## config.mk

```make
export PLATFORM = sky130hd
export DESIGN_NAME = sp_commit_trace
export DESIGN_NICKNAME = d
export VERILOG_FILES = /design/src/rtl/sp_pkg.sv /design/src/rtl/sp_fifo.sv /design/src/rtl/sp_commit_trace.sv
export SDC_FILE = /design/constraint.sdc
export NUM_CORES = 1
export LEC_CHECK = 0
export CORE_MARGIN = 4
export CORE_UTILIZATION = 27
export DETAILED_ROUTE_END_ITERATION = 8
export GPL_ROUTABILITY_DRIVEN = 0
export PLACE_DENSITY_LB_ADDON = 0.15
export SYNTH_ARGS = -nofsm -noshare
export SYNTH_HDL_FRONTEND = slang
export SYNTH_HIERARCHICAL = 1
export SYNTH_SLANG_ARGS = --single-unit
```

## constraint.sdc

```tcl
create_clock -name clk_i -period 7.4 [get_ports clk_i]
set_input_delay 0.74 -clock clk_i [delete_from_list [all_inputs] [get_ports clk_i]]
set_output_delay 0.74 -clock clk_i [all_outputs]
set_load 0.02 [all_outputs]
```

## src/rtl/sp_pkg.sv

```systemverilog
// rtl/sp_pkg.sv - shared types for the commit tracer
package sp_pkg;

  localparam int ADDR_WIDTH = 32;

  typedef struct packed {
    logic [ADDR_WIDTH-1:0] pc;
    logic [31:0]           instr;
    logic                  gpr_we;
    logic [4:0]            gpr_addr;
    logic [31:0]           gpr_data;
    logic                  dmem_op;
    logic                  dmem_we;
    logic [ADDR_WIDTH-1:0] dmem_addr;
    logic [31:0]           dmem_data;
  } retire_t;

  typedef struct packed {
    logic [ADDR_WIDTH-1:0] pc;
    logic [31:0]           instr;
    logic                  gpr_we;
    logic [4:0]            gpr_addr;
    logic [31:0]           gpr_data;
    logic                  dmem_op;
    logic                  dmem_we;
    logic [ADDR_WIDTH-1:0] dmem_addr;
    logic [31:0]           dmem_data;
    logic [31:0]           seq;
  } trace_entry_t;

endpackage

```

## src/rtl/sp_fifo.sv

```systemverilog
// rtl/sp_fifo.sv - synchronous valid/ready FIFO with flush
module sp_fifo #(
  parameter int WIDTH = 8,
  parameter int DEPTH = 4
) (
  input  logic                       clk_i,
  input  logic                       arst_ni,
  input  logic                       clear_i,
  input  logic                       in_valid_i,
  output logic                       in_ready_o,
  input  logic [WIDTH-1:0]           in_data_i,
  output logic                       out_valid_o,
  input  logic                       out_ready_i,
  output logic [WIDTH-1:0]           out_data_o,
  output logic [$clog2(DEPTH):0]     count_o
);

  localparam int PTR_W = $clog2(DEPTH);
  localparam int CNT_W = PTR_W + 1;

  logic [WIDTH-1:0] mem [DEPTH];
  logic [PTR_W-1:0] wptr;
  logic [PTR_W-1:0] rptr;
  logic [CNT_W-1:0] count;
  logic             push;
  logic             pop;

  // Ready depends only on occupancy, so a full FIFO refuses even when popping.
  assign in_ready_o  = (count != CNT_W'(DEPTH));
  assign out_valid_o = (count != '0);
  assign out_data_o  = mem[rptr];
  assign count_o     = count;
  assign push        = in_valid_i && in_ready_o;
  assign pop         = out_valid_o && out_ready_i;

  always_ff @(posedge clk_i) begin
    if (push && !clear_i) begin
      mem[wptr] <= in_data_i;
    end
  end

  always_ff @(posedge clk_i or negedge arst_ni) begin
    if (!arst_ni) begin
      wptr  <= '0;
      rptr  <= '0;
      count <= '0;
    end else if (clear_i) begin
      wptr  <= '0;
      rptr  <= '0;
      count <= '0;
    end else begin
      if (push) wptr <= wptr + 1'b1;
      if (pop)  rptr <= rptr + 1'b1;
      case ({push, pop})
        2'b10:   count <= count + 1'b1;
        2'b01:   count <= count - 1'b1;
        default: count <= count;
      endcase
    end
  end

endmodule

```

## src/rtl/sp_commit_trace.sv

```systemverilog
// rtl/sp_commit_trace.sv - stamps retired instructions with a sequence number and queues them for the checker
module sp_commit_trace
  import sp_pkg::*;
#(
  parameter int DEPTH      = 4,
  parameter int ADDR_WIDTH = sp_pkg::ADDR_WIDTH
) (
  input  logic                     clk_i,
  input  logic                     arst_ni,
  input  logic                     clear_i,
  input  logic                     retire_valid_i,
  output logic                     retire_ready_o,
  input  retire_t                  retire_i,
  output logic                     trace_valid_o,
  input  logic                     trace_ready_i,
  output trace_entry_t             trace_o,
  output logic [$clog2(DEPTH):0]   count_o
);

  localparam int ENTRY_W = $bits(trace_entry_t);

  trace_entry_t entry;
  logic [31:0]  seq_q;
  logic         push;

  assign push = retire_valid_i && retire_ready_o;

  // Fields are passed verbatim; the checker qualifies them by gpr_we/dmem_op.
  always_comb begin
    entry           = '0;
    entry.pc        = retire_i.pc[ADDR_WIDTH-1:0];
    entry.instr     = retire_i.instr;
    entry.gpr_we    = retire_i.gpr_we;
    entry.gpr_addr  = retire_i.gpr_addr;
    entry.gpr_data  = retire_i.gpr_data;
    entry.dmem_op   = retire_i.dmem_op;
    entry.dmem_we   = retire_i.dmem_we;
    entry.dmem_addr = retire_i.dmem_addr[ADDR_WIDTH-1:0];
    entry.dmem_data = retire_i.dmem_data;
    entry.seq       = seq_q;
  end

  always_ff @(posedge clk_i or negedge arst_ni) begin
    if (!arst_ni) begin
      seq_q <= '0;
    end else if (clear_i) begin
      seq_q <= '0;
    end else if (push) begin
      seq_q <= seq_q + 32'd1;
    end
  end

  sp_fifo #(
    .WIDTH (ENTRY_W),
    .DEPTH (DEPTH)
  ) u_fifo (
    .clk_i       (clk_i),
    .arst_ni     (arst_ni),
    .clear_i     (clear_i),
    .in_valid_i  (retire_valid_i),
    .in_ready_o  (retire_ready_o),
    .in_data_i   (entry),
    .out_valid_o (trace_valid_o),
    .out_ready_i (trace_ready_i),
    .out_data_o  (trace_o),
    .count_o     (count_o)
  );

endmodule

```

**Run 1: register map, names as in the netlist**

(1 px per um) Other sequential cells in the stronger gray, the rest of the logic in the fainter gray.
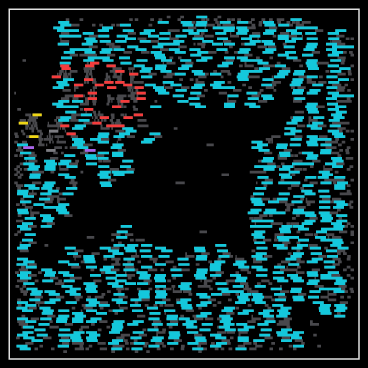
- purple: u_fifo/rptr (placed flops 2)
- yellow: u_fifo/count_o (placed flops 3)
- cyan: u_fifo/mem (placed flops 800; where widely spread)
- red: seq_q (placed flops 32; where top left)
flop share of the area: 0.6313
P_seq: 0.00546 W
Reg area: 25010 um2
fin util: 0.3455

**Run 1: wires at chosen ports, followed through buffers**

(1.5 px per um)
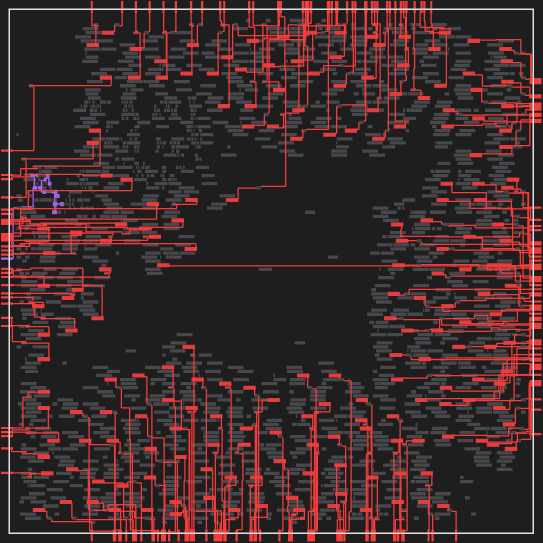
- purple: trace_ready_i (bits 1; direction input; edge left; end cells 13; wire 126 um)
- red: trace_o (bits 200; direction output; edge 66 bottom, 61 right, 43 top, 30 left; end cells 200; wire 12200 um)
IO Port Bufs: 377
# IOs: 378

==> flow_summary.yaml, run 1 <==
# generated from flow reports
synth:
  ys_ff: 839
  synth.distinct_cells: 45
  yosysWarningCount: 6
  edf_count: 800
  synthSimpleGateAreaFrac: 0.01984
  ys_sh_aoi: 0.01248
  synthArstFlopShare: 0.04648
  xor_share: 0.002800
  top_cells_by_count: "800 x edfxtp_1, 200 x mux4_2, 39 x dfrtp_1"
  synthMuxAreaShare: 0.1447
  synth_area_um2: 31280
  synthDominantCellAreaShare: 0.7681
  top_cell: "edfxtp_1"
clock_network:
  insertion_delay_ns: 0.64
  cts_buffer_depth: 3
  ctsHoldBuffers: 0
  clk_pin_slew_ns: 0.06
  cts.sinks: 839
  cts-htree-levels: 3
  cts_resized: 0
sta:
  whs_ns: 0.2727
  drv_slew: 0
  hold_violations: 0
  fmax_ghz: 0.2314
  setup_tns_ns: 0
  fin_ws_ns: 3.078
  setup_viol_count_final: 0
pwr:
  powerDensity_nw_per_um2: 298.1
  power.group.top: "sequential cells"
  p_comb_frac: 0.164
  seqPwrFrac: 0.462
  ir_drop_mv: 0.1791
  pg_comb_w: 0.00193
  p_leak_nw: 12.05
global_routing:
  antenna_found_initial: 5
  grt_max_degree: 112
  grt_pass1_vias: 15930
  grt_overflow_total: 0
  grt_pass1_wl_mm: 108.8
detailed_routing:
  drt_iter0_drc: 735
  drc: 0
cells_and_area:
  lay_top_cells: "800 x edfxtp_1, 376 x clkdlybuf4s50_1, 200 x mux4_2"
  fin_cells: 3325
  fill_cells: 10720
  finalInstanceArea_um2: 39610
job:
  warning_count: 38
  drv_cap: 0
floorplan:
  fp_util: 0.2728
  core_um2: 114700
  die_y_um: 348.4
worst_setup_path:
  endpoint: "trace_o[47]"
  cp-startpoint: "u_fifo/rptr[0]"
  crit_required_ns: 6.66
  path_delay_family: "buffers and inverters"
  r2r-start: "u_fifo/count_o[0]"
  startpoint_type: "register"
status:
  outcome: "completed"
placed_design:
  placed_cells: 3146
  dpl-instance-area_um2: 36670
**Run 1: signal wires by layer**

(1 px per um)
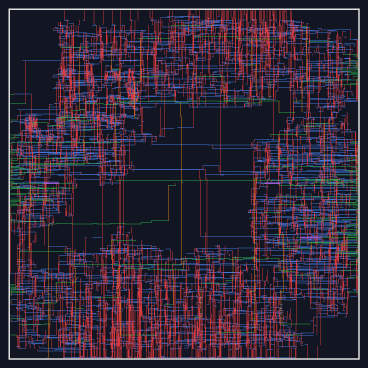
- orange: metal 4 (wire length 1640 um)
- green: metal 3 (wire length 4390 um)
- purple: metal 5 (wire length 46.9 um)
- blue: metal 1 (wire length 30.9 mm)
- red: metal 2 (wire length 37.3 mm)
Routed WL per cell: 22.34 um
Total GRT Usage: 0.1209
final wirelength: 74.27 mm
via count: 14660

**Run 1: clock wiring as the flow saved it**

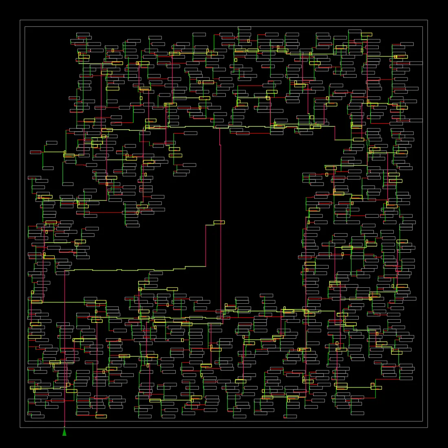
clock buffer count in the final layout: 119
Clock Skew: 0.01347 ns
total CTS buffers: 96
Clock Power: 0.00442 W

## run 1: state kept, by name, indices dropped and copies added (netlist names)
| name | flops |
|---|---|
| seq_q | 32 |
| u_fifo/count_o | 3 |
| u_fifo/rptr | 2 |
| u_fifo/mem | 800 |
| u_fifo/wptr | 2 |
## run 1: metal layers
layer / vias up / track usage / share of wire
met5: - / 0 / 0.00062
met4: 6 / 0.03300 / 0.022
met3: 114 / 0.03531 / 0.059
met2: 368 / 0.2044 / 0.50
met1: 7752 / 0.1520 / 0.42
li1: 6421 / - / -
## run 1: area by class of cell
cell class,instances,area [um2],area share
sequential,839,25010,0.6313
antenna,1,2.502,0.00006318
multi-input combinational,387,5718,0.1444
timing repair buffer,396,4011,0.1013
clock buffer,119,2520,0.06362
clock inverter,59,412.9,0.01042
tap,1512,1892,0.04776
inverter,12,45.04,0.001137
==> run 2, diff against run 1 <==
==> constraint.sdc (replaced) <==
create_clock -name clk_i -period 4.3 [get_ports clk_i]
set_input_delay 0.43 -clock clk_i [delete_from_list [all_inputs] [get_ports clk_i]]
set_output_delay 0.43 -clock clk_i [all_outputs]
set_load 0.02 [all_outputs]
**Run 2: clock wiring as the flow saved it**

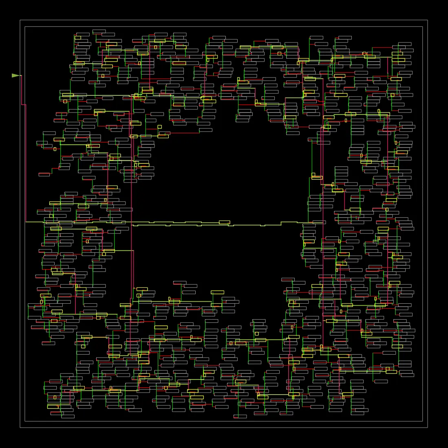
clock buffer count in the final layout: 113
Clock Skew: 0.01295 ns
Late-Pin Clk Latency: 0.65 ns
Clock Power: 0.00805 W

**Run 2: register map, names as in the netlist**

(1 px per um) Other sequential cells in the stronger gray, the rest of the logic in the fainter gray.
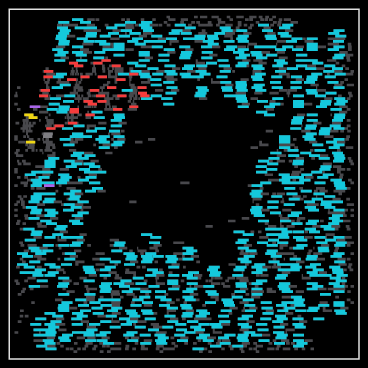
- purple: u_fifo/rptr (placed flops 2)
- red: seq_q (placed flops 32; where top left)
- cyan: u_fifo/mem (placed flops 800; where widely spread)
- yellow: u_fifo/count_o (placed flops 3)
- not colored: 2
P_seq: 0.00935 W
flop share of the area: 0.6193
fin util: 0.3522

==> run 2 against run 1 <==
  * Final cell count grew 1.3%
  * Hold slack better by 0.14 ns
  * Total power is 77% higher
  * Critical path type unchanged
  * Largest cell class unchanged
==> flow_summary.yaml, run 2 <==
# generated from flow reports
floorplan:
  tap_cells: 1512
  die_y_um: 348.4
  core_um2: 114700
global_routing:
  grt_pass1_wl_mm: 111.0
  busiest_layer: "met2"
  antenna_found_initial: 2
  grt_pass1_vias: 16070
  use_met1: 0.1607
cells_and_area:
  antenna_cells: 4
  fill_cells: 10620
  regMostFlops: "u_fifo/mem"
  largest_reg_flops: 800
  regArea_um2: 25010
  layout.area.comb_um2: 5718
  inv_count: 12
  finalInstanceArea_um2: 40380
  comb_area_frac: 0.1416
  seq_cells: 839
  fin_cells: 3368
  n_all_buffers: 436
  clk_share: 0.07846
clock_network:
  numCtsBuffers: 96
  cts_buffer_depth: 3
  clk_pin_slew_ns: 0.06
  cts-htree-levels: 3
  cts.sinks: 839
pwr:
  seqPwrFrac: 0.448
  p_leak_nw: 12.42
  p_comb_frac: 0.167
  ir_drop_mv: 0.2504
synth:
  synth.distinct_cells: 45
  top_cell: "edfxtp_1"
  xor_share: 0.002800
  synthDominantCellAreaShare: 0.7681
  synthMuxAreaShare: 0.1447
  ys_sh_aoi: 0.01248
  synthArstFlopShare: 0.04648
  edf_count: 800
  synthSimpleGateAreaFrac: 0.01984
  synth_area_um2: 31280
  top_cells_by_count: "800 x edfxtp_1, 200 x mux4_2, 39 x dfrtp_1"
worst_setup_path:
  cp-startpoint: "u_fifo/rptr[0]"
  r2r-start: "u_fifo/count_o[0]"
  crit_required_ns: 3.87
  endpoint: "trace_o[72]"
sta:
  whs_ns: 0.4105
  drv_slew: 0
  setup_tns_ns: 0
  fmax_ghz: 0.2799
detailed_routing:
  topRoutingLayerUsed: "met5"
  drt_iter0_drc: 870
  routed-wl-met3_mm: 3.972
  drc: 0
  wl_met1_mm: 31.94
status:
  outcome: "completed"
placed_design:
  dpl-instance-area_um2: 37190
job:
  warning_count: 29
**Run 2: signal wires by layer**

(1 px per um)
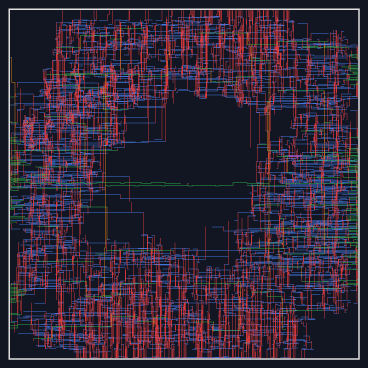
- red: metal 2 (wire length 37.6 mm)
- purple: metal 5 (wire length 12.0 um)
- orange: metal 4 (wire length 1340 um)
- green: metal 3 (wire length 3970 um)
- blue: metal 1 (wire length 31.9 mm)
final wirelength: 74.88 mm
Total GRT Usage: 0.1230

run 2: cell counts after synthesis:
No cell type changed its count.
run 2: what timing repair did:
action / CTS / global route
setup buffers: 0 / 0
hold buffers: 1 / 0
endpoints found under the hold margin: 39 / 0
run 2: power by group through the flow:
| stage | clock, W | combinational [W] | sequential [W] |
|---|---|---|---|
| after floorplan | 0 | 0.00204 | 0.00950 |
| after global placement | 0 | 0.00360 | 0.00952 |
| after detailed placement | 0 | 0.00360 | 0.00953 |
| after CTS | 0.00836 | 0.00361 | 0.00936 |
| after global routing | 0.00873 | 0.00371 | 0.00938 |
| final | 0.00805 | 0.00349 | 0.00935 |
Power figures rest on the tool's default switching activity, not on a simulated workload.
